`config.mk`:
```
export PLATFORM = sky130hd
export DESIGN_NAME = coupled_col_ctrl
export DESIGN_NICKNAME = d
export VERILOG_FILES = /design/src/rtl/coupled_pkg.sv /design/src/rtl/coupled_col_match.sv /design/src/rtl/coupled_col_ctrl.sv
export SDC_FILE = /design/constraint.sdc
export NUM_CORES = 1
export LEC_CHECK = 0
export CORE_ASPECT_RATIO = 0.75
export CORE_MARGIN = 2
export CORE_UTILIZATION = 48
export CTS_CLUSTER_SIZE = 16
export DETAILED_ROUTE_END_ITERATION = 16
export PLACE_DENSITY = 0.86
export SETUP_SLACK_MARGIN = 0.1
export SYNTH_ARGS = -nofsm -noshare
export SYNTH_HDL_FRONTEND = slang
export SYNTH_HIERARCHICAL = 1
export SYNTH_SLANG_ARGS = --single-unit
export TNS_END_PERCENT = 30
```
`constraint.sdc`:
```
create_clock -name clk -period 4.25 [get_ports clk]
set_clock_uncertainty 0.05 [all_clocks]
set_input_delay 0.85 -clock clk [delete_from_list [all_inputs] [get_ports clk]]
set_output_delay 0.85 -clock clk [all_outputs]
set_load 0.005 [all_outputs]
```
`src/rtl/coupled_pkg.sv`:
```
// Shared types and constants for the coupled-column weight controller.
package coupled_pkg;

    typedef enum logic [1:0] {
        ST_IDLE   = 2'd0,
        ST_LOOKUP = 2'd1,
        ST_RESP   = 2'd2,
        ST_CLEAR  = 2'd3
    } state_e;

    localparam logic [31:0] READ_MISS = 32'hAAAA_AAAA;

    // Ceiling log2; returns 0 for v <= 1.
    function automatic int unsigned clog2(input int unsigned v);
        int unsigned r;
        r = 0;
        while ((64'(1) << r) < 64'(v)) begin
            r = r + 1;
        end
        return r;
    endfunction

endpackage

```
`src/rtl/coupled_col_match.sv`:
```
// Combinational address decoder: maps an unordered spin pair onto the column cell
// that couples it, if any.
module coupled_col_match
    import coupled_pkg::*;
#(
    parameter int unsigned N     = 8,
    parameter int unsigned K     = 0,
    parameter int unsigned IDX_W = 2
) (
    input  logic [15:0]      s_i,
    input  logic [15:0]      d_i,
    output logic             hit_o,
    output logic [IDX_W-1:0] idx_o
);

    localparam int unsigned C = N / 2;

    // Odd distances pair spins in blocks of four so every spin appears exactly once.
    function automatic int unsigned src_of(input int unsigned c);
        if ((K % 2) == 0) begin
            return 2 * c;
        end
        return 4 * (c / 2) + (c % 2);
    endfunction

    function automatic int unsigned dst_of(input int unsigned c);
        return (src_of(c) + K + 1) % N;
    endfunction

    always_comb begin
        hit_o = 1'b0;
        idx_o = '0;
        for (int unsigned c = 0; c < C; c++) begin
            if (((s_i == 16'(src_of(c))) && (d_i == 16'(dst_of(c)))) ||
                ((s_i == 16'(dst_of(c))) && (d_i == 16'(src_of(c))))) begin
                hit_o = 1'b1;
                idx_o = IDX_W'(c);
            end
        end
    end

endmodule

```
`src/rtl/coupled_col_ctrl.sv`:
```
// Weight store and access controller for one coupling column of an Ising array.
// Optional macro COUPLED_COL_MISS_CNT_EN adds a saturating miss counter port.
module coupled_col_ctrl
    import coupled_pkg::*;
#(
    parameter int unsigned N           = 8,
    parameter int unsigned K           = 0,
    parameter int unsigned NUM_WEIGHTS = 5,
    parameter int unsigned WEIGHT_W    = 3
) (
    input  logic                        clk,
    input  logic                        axi_rstn,
    input  logic                        req_valid,
    output logic                        req_ready,
    input  logic                        req_wr,
    input  logic [15:0]                 s_addr,
    input  logic [15:0]                 d_addr,
    input  logic [31:0]                 wdata,
    output logic [31:0]                 rdata,
    output logic                        rvalid,
    input  logic                        clr_req,
    output logic                        busy,
`ifdef COUPLED_COL_MISS_CNT_EN
    output logic [15:0]                 miss_cnt,
`endif
    output logic [N/2*WEIGHT_W-1:0]     weights
);

    localparam int unsigned C     = N / 2;
    localparam int unsigned IDX_W = (clog2(C) > 0) ? clog2(C) : 1;
    localparam logic [WEIGHT_W-1:0] MAX_CODE = WEIGHT_W'(NUM_WEIGHTS - 1);
    localparam logic [WEIGHT_W-1:0] DEF_CODE = WEIGHT_W'((NUM_WEIGHTS - 1) / 2);

    state_e                         state_q, state_d;
    logic                           wr_q, wr_d;
    logic [15:0]                    s_q, s_d;
    logic [15:0]                    d_q, d_d;
    logic [WEIGHT_W-1:0]            wlow_q, wlow_d;
    logic                           hit_q, hit_d;
    logic [IDX_W-1:0]               idx_q, idx_d;
    logic [WEIGHT_W-1:0]            wval_q, wval_d;
    logic [31:0]                    rdata_q, rdata_d;
    logic                           rvalid_q, rvalid_d;
    logic                           busy_q, busy_d;
    logic [IDX_W-1:0]               clr_idx_q, clr_idx_d;
    logic [C-1:0][WEIGHT_W-1:0]     weights_q, weights_d;
`ifdef COUPLED_COL_MISS_CNT_EN
    logic [15:0]                    miss_cnt_q, miss_cnt_d;
`endif

    logic                           match_hit_c;
    logic [IDX_W-1:0]               match_idx_c;
    logic [WEIGHT_W-1:0]            clamped_c;
    logic                           unused_wdata_hi;

    assign unused_wdata_hi = ^wdata[31:WEIGHT_W];

    coupled_col_match #(
        .N     (N),
        .K     (K),
        .IDX_W (IDX_W)
    ) u_match (
        .s_i   (s_q),
        .d_i   (d_q),
        .hit_o (match_hit_c),
        .idx_o (match_idx_c)
    );

    assign clamped_c = (wlow_q > MAX_CODE) ? MAX_CODE : wlow_q;

    // Next-state and datapath updates
    always_comb begin
        state_d   = state_q;
        wr_d      = wr_q;
        s_d       = s_q;
        d_d       = d_q;
        wlow_d    = wlow_q;
        hit_d     = hit_q;
        idx_d     = idx_q;
        wval_d    = wval_q;
        rdata_d   = rdata_q;
        clr_idx_d = clr_idx_q;
        weights_d = weights_q;
`ifdef COUPLED_COL_MISS_CNT_EN
        miss_cnt_d = miss_cnt_q;
`endif

        case (state_q)
            ST_IDLE: begin
                if (clr_req) begin
                    state_d   = ST_CLEAR;
                    clr_idx_d = '0;
                end else if (req_valid) begin
                    state_d = ST_LOOKUP;
                    wr_d    = req_wr;
                    s_d     = s_addr;
                    d_d     = d_addr;
                    wlow_d  = wdata[WEIGHT_W-1:0];
                end
            end
            ST_LOOKUP: begin
                state_d = ST_RESP;
                hit_d   = match_hit_c;
                idx_d   = match_idx_c;
                wval_d  = clamped_c;
                if (!match_hit_c) begin
                    rdata_d = READ_MISS;
                end else if (wr_q) begin
                    rdata_d = 32'(clamped_c);
                end else begin
                    rdata_d = 32'(weights_q[match_idx_c]);
                end
            end
            ST_RESP: begin
                state_d = ST_IDLE;
                if (hit_q && wr_q) begin
                    weights_d[idx_q] = wval_q;
                end
`ifdef COUPLED_COL_MISS_CNT_EN
                if (!hit_q && (miss_cnt_q != 16'hFFFF)) begin
                    miss_cnt_d = miss_cnt_q + 16'd1;
                end
`endif
            end
            ST_CLEAR: begin
                weights_d[clr_idx_q] = DEF_CODE;
                if (clr_idx_q == IDX_W'(C - 1)) begin
                    state_d = ST_IDLE;
                end else begin
                    clr_idx_d = clr_idx_q + IDX_W'(1);
                end
            end
            default: begin
                state_d = ST_IDLE;
            end
        endcase

        rvalid_d = (state_d == ST_RESP);
        busy_d   = (state_d == ST_CLEAR);
    end

    always_ff @(posedge clk or negedge axi_rstn) begin
        if (!axi_rstn) begin
            state_q   <= ST_IDLE;
            wr_q      <= 1'b0;
            s_q       <= '0;
            d_q       <= '0;
            wlow_q    <= '0;
            hit_q     <= 1'b0;
            idx_q     <= '0;
            wval_q    <= '0;
            rdata_q   <= '0;
            rvalid_q  <= 1'b0;
            busy_q    <= 1'b0;
            clr_idx_q <= '0;
            weights_q <= {C{DEF_CODE}};
`ifdef COUPLED_COL_MISS_CNT_EN
            miss_cnt_q <= '0;
`endif
        end else begin
            state_q   <= state_d;
            wr_q      <= wr_d;
            s_q       <= s_d;
            d_q       <= d_d;
            wlow_q    <= wlow_d;
            hit_q     <= hit_d;
            idx_q     <= idx_d;
            wval_q    <= wval_d;
            rdata_q   <= rdata_d;
            rvalid_q  <= rvalid_d;
            busy_q    <= busy_d;
            clr_idx_q <= clr_idx_d;
            weights_q <= weights_d;
`ifdef COUPLED_COL_MISS_CNT_EN
            miss_cnt_q <= miss_cnt_d;
`endif
        end
    end

    // A pending clear blocks new requests in the same cycle it is raised.
    assign req_ready = (state_q == ST_IDLE) && !clr_req;
    assign rdata     = rdata_q;
    assign rvalid    = rvalid_q;
    assign busy      = busy_q;
    assign weights   = weights_q;
`ifdef COUPLED_COL_MISS_CNT_EN
    assign miss_cnt  = miss_cnt_q;
`endif

endmodule

```
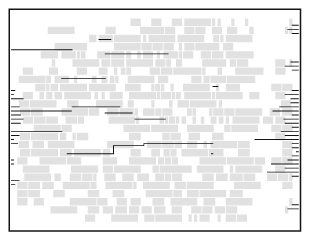
Figure 1: met3 routing.
Drawn at 3 px/µm.
49 nets have wire on it. The wires run mostly horizontal. The layer carries 336 µm of wire. The longest straight run is 23.0 µm. The layer holds 5.6% of the routed length.

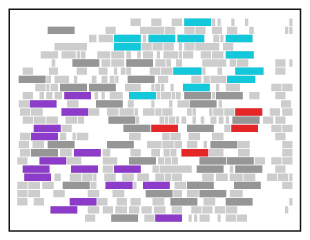
Figure 2: register map, names as in the netlist.
Drawn at 3 px/µm. Other sequential cells in the stronger gray, the rest of the logic in the fainter gray.
Key: purple = s_q [placed flops 16]; cyan = weights [placed flops 12]; red = rdata [placed flops 4]

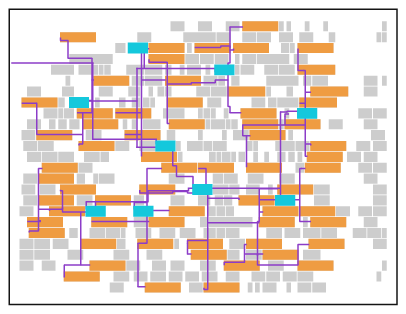
Figure 3: clock network drawn from the DEF.
Drawn at 4 px/µm.
Key: orange = flip-flops [count 64]; cyan = cells driving clock nets [count 9]; purple = clock wires [length 787 µm]
Position of the flops: all over the die. There are 10 routed clock nets.
clock power share: 23.7%
Clk power: 562 µW
clock insertion delay at the later pin of the skew report: 0.34 ns

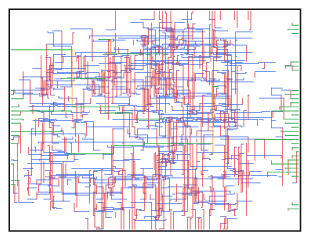
Figure 4: metal layers overlaid.
Drawn at 3 px/µm.
Key: green = met3 [wire length 336 µm]; blue = met1 [wire length 2750 µm]; red = met2 [wire length 2890 µm]; orange = met4 [wire length 66.0 µm]
routed length per placed instance: 15.1 µm
routed vias: 2020
DRT Wirelength: 6040 µm

==> flow_results.xml <==
<?xml version="1.0" encoding="UTF-8"?>
<metrics>
  <group name="run_status">
    <metric name="outcome" unit="">finished, final reports clean</metric>
  </group>
  <group name="grt">
    <metric name="grtUsageTotal" unit="%">19.3</metric>
    <metric name="grt_start_max_net_pins" unit="">41</metric>
    <metric name="grt_first_pass_wirelength" unit="µm">10100</metric>
    <metric name="overflow" unit="">0</metric>
    <metric name="grt_pass1_vias" unit="">2060</metric>
  </group>
  <group name="timing">
    <metric name="setup_total_negative_slack" unit="ns">0</metric>
    <metric name="fin_crit_sh" unit="%">70.4</metric>
    <metric name="drv_slew" unit="">0</metric>
    <metric name="grt_setup_unrepaired" unit="">no</metric>
  </group>
  <group name="setup_path">
    <metric name="cp_slowest_stage_delay" unit="ns">0.53</metric>
    <metric name="regToRegStartpoint" unit="">s_q[14]</metric>
    <metric name="startpoint" unit="">clr_req</metric>
    <metric name="cp-endpoint" unit="">req_ready</metric>
    <metric name="worst-endpoint-arrival" unit="ns">2.09</metric>
    <metric name="critical_path.top_delay_family" unit="">buffers and inverters</metric>
    <metric name="worst-r2r-cell-count" unit="">7</metric>
    <metric name="crit_path_frequent_cell" unit="">clkdlybuf4s50_1</metric>
    <metric name="path_buffers" unit="">2</metric>
    <metric name="worst_path_max_delay_cell" unit="">clkdlybuf4s50_1</metric>
    <metric name="path_cells" unit="">clkdlybuf4s50_1, nor3_1, clkdlybuf4s50_1</metric>
    <metric name="worstPathRequired" unit="ns">3.35</metric>
    <metric name="timing.reg2reg.setup_slack" unit="ns">1.68</metric>
    <metric name="critPathCaptureType" unit="">output pin</metric>
    <metric name="setup.worst_path.start_class" unit="">input port</metric>
  </group>
  <group name="clock_network">
    <metric name="numCtsBuffers" unit="">9</metric>
    <metric name="path_clk_slew" unit="ns">0.07</metric>
    <metric name="ctsHoldBuffers" unit="">0</metric>
    <metric name="cts-htree-levels" unit="">3</metric>
    <metric name="cts.repair_timing.setup_buffer_count" unit="">0</metric>
  </group>
  <group name="route">
    <metric name="vias_per_std_cell" unit="">5.05</metric>
    <metric name="detailedRoute.firstPassIterationCount" unit="">4</metric>
  </group>
  <group name="power">
    <metric name="static-leakage-power" unit="nW">1.66</metric>
    <metric name="seqPwrFrac" unit="%">44.5</metric>
    <metric name="switching_share" unit="%">30.2</metric>
    <metric name="fin_total_pwr" unit="mW">2.37</metric>
    <metric name="internal_pwr_total" unit="mW">1.65</metric>
    <metric name="netSwitchingPower" unit="µW">714</metric>
    <metric name="power.density_cell_area" unit="nW/µm²">601</metric>
  </group>
  <group name="placement">
    <metric name="placed_cells" unit="">384</metric>
    <metric name="post-dp-hpwl" unit="µm">4470</metric>
    <metric name="place_ws" unit="ns">1.27</metric>
    <metric name="numPortBuffers" unit="">72</metric>
    <metric name="gp_congestion" unit="">0.785</metric>
  </group>
  <group name="floorplanning">
    <metric name="die-height" unit="µm">73.4</metric>
    <metric name="floorplan.die.width" unit="µm">96.6</metric>
    <metric name="io-pin-count" unit="">116</metric>
  </group>
  <group name="logic_synthesis">
    <metric name="post_synth_num_cell_types" unit="">40</metric>
    <metric name="ys_async_sr_fraction" unit="%">100</metric>
    <metric name="yosys.stat.chipArea" unit="µm²">3090</metric>
    <metric name="synth.mux.area_fraction" unit="%">20.8</metric>
    <metric name="top_area_cell" unit="">dfrtp_1</metric>
    <metric name="synth.ff_latch_count" unit="">64</metric>
    <metric name="synth.cellmix.adderShare" unit="%">1.62</metric>
    <metric name="syn_avg_cell_area" unit="µm²">12.4</metric>
    <metric name="synth-edff-count" unit="">0</metric>
    <metric name="compound_area_share" unit="%">2.76</metric>
    <metric name="flop_cell" unit="">dfrtp_1</metric>
  </group>
  <group name="job">
    <metric name="warning_count" unit="">58</metric>
    <metric name="max-cap-violations" unit="">0</metric>
  </group>
  <group name="final_layout">
    <metric name="final_layout_size_suffix_gt1_share" unit="%">23.2</metric>
    <metric name="finish.instance_area" unit="µm²">3940</metric>
    <metric name="fill_cells" unit="">495</metric>
    <metric name="final_common_cell" unit="">clkdlybuf4s50_1</metric>
    <metric name="layout.area.comb" unit="µm²">1240</metric>
    <metric name="final_net_count" unit="">387</metric>
  </group>
  <group name="worst_hold_path">
    <metric name="worstHoldPathCells" unit="">2</metric>
  </group>
</metrics>
## routing by layer
metal,global-route usage [%],up-vias,wire [µm],share of wire [%]
met2,31.3,58,2890,48
met1,24.9,994,2750,46
met5,0,-,0,0
li1,-,958,-,-
met3,6.36,10,335,5.5
met4,5.63,0,65,1.1
## worst min-delay path: stages (launching register included)
cell,delay [ns]
dfrtp_1,0.35
nand2_1,0.05
o21ai_0,0.06
## layout make-up
class                   count  share of cell area, %
repair buffers             76                   18.9
clock inverters             5                   2.07
flip-flops and latches     64                   40.8
inverters                   8                  0.763
multi-input cells         155                   31.5
well taps                  81                   2.57
clock buffers              11                   3.34
## registers in the layout (all words and copies together), names as in the netlist, 2 cells and up
name / flops
s_q: 16
state_q: 2
weights: 12
idx_q: 2
wval_q: 3
wlow_q: 3
d_q: 16
rdata: 4
clr_idx_q: 2
Power is estimated from default activity; no workload was simulated.
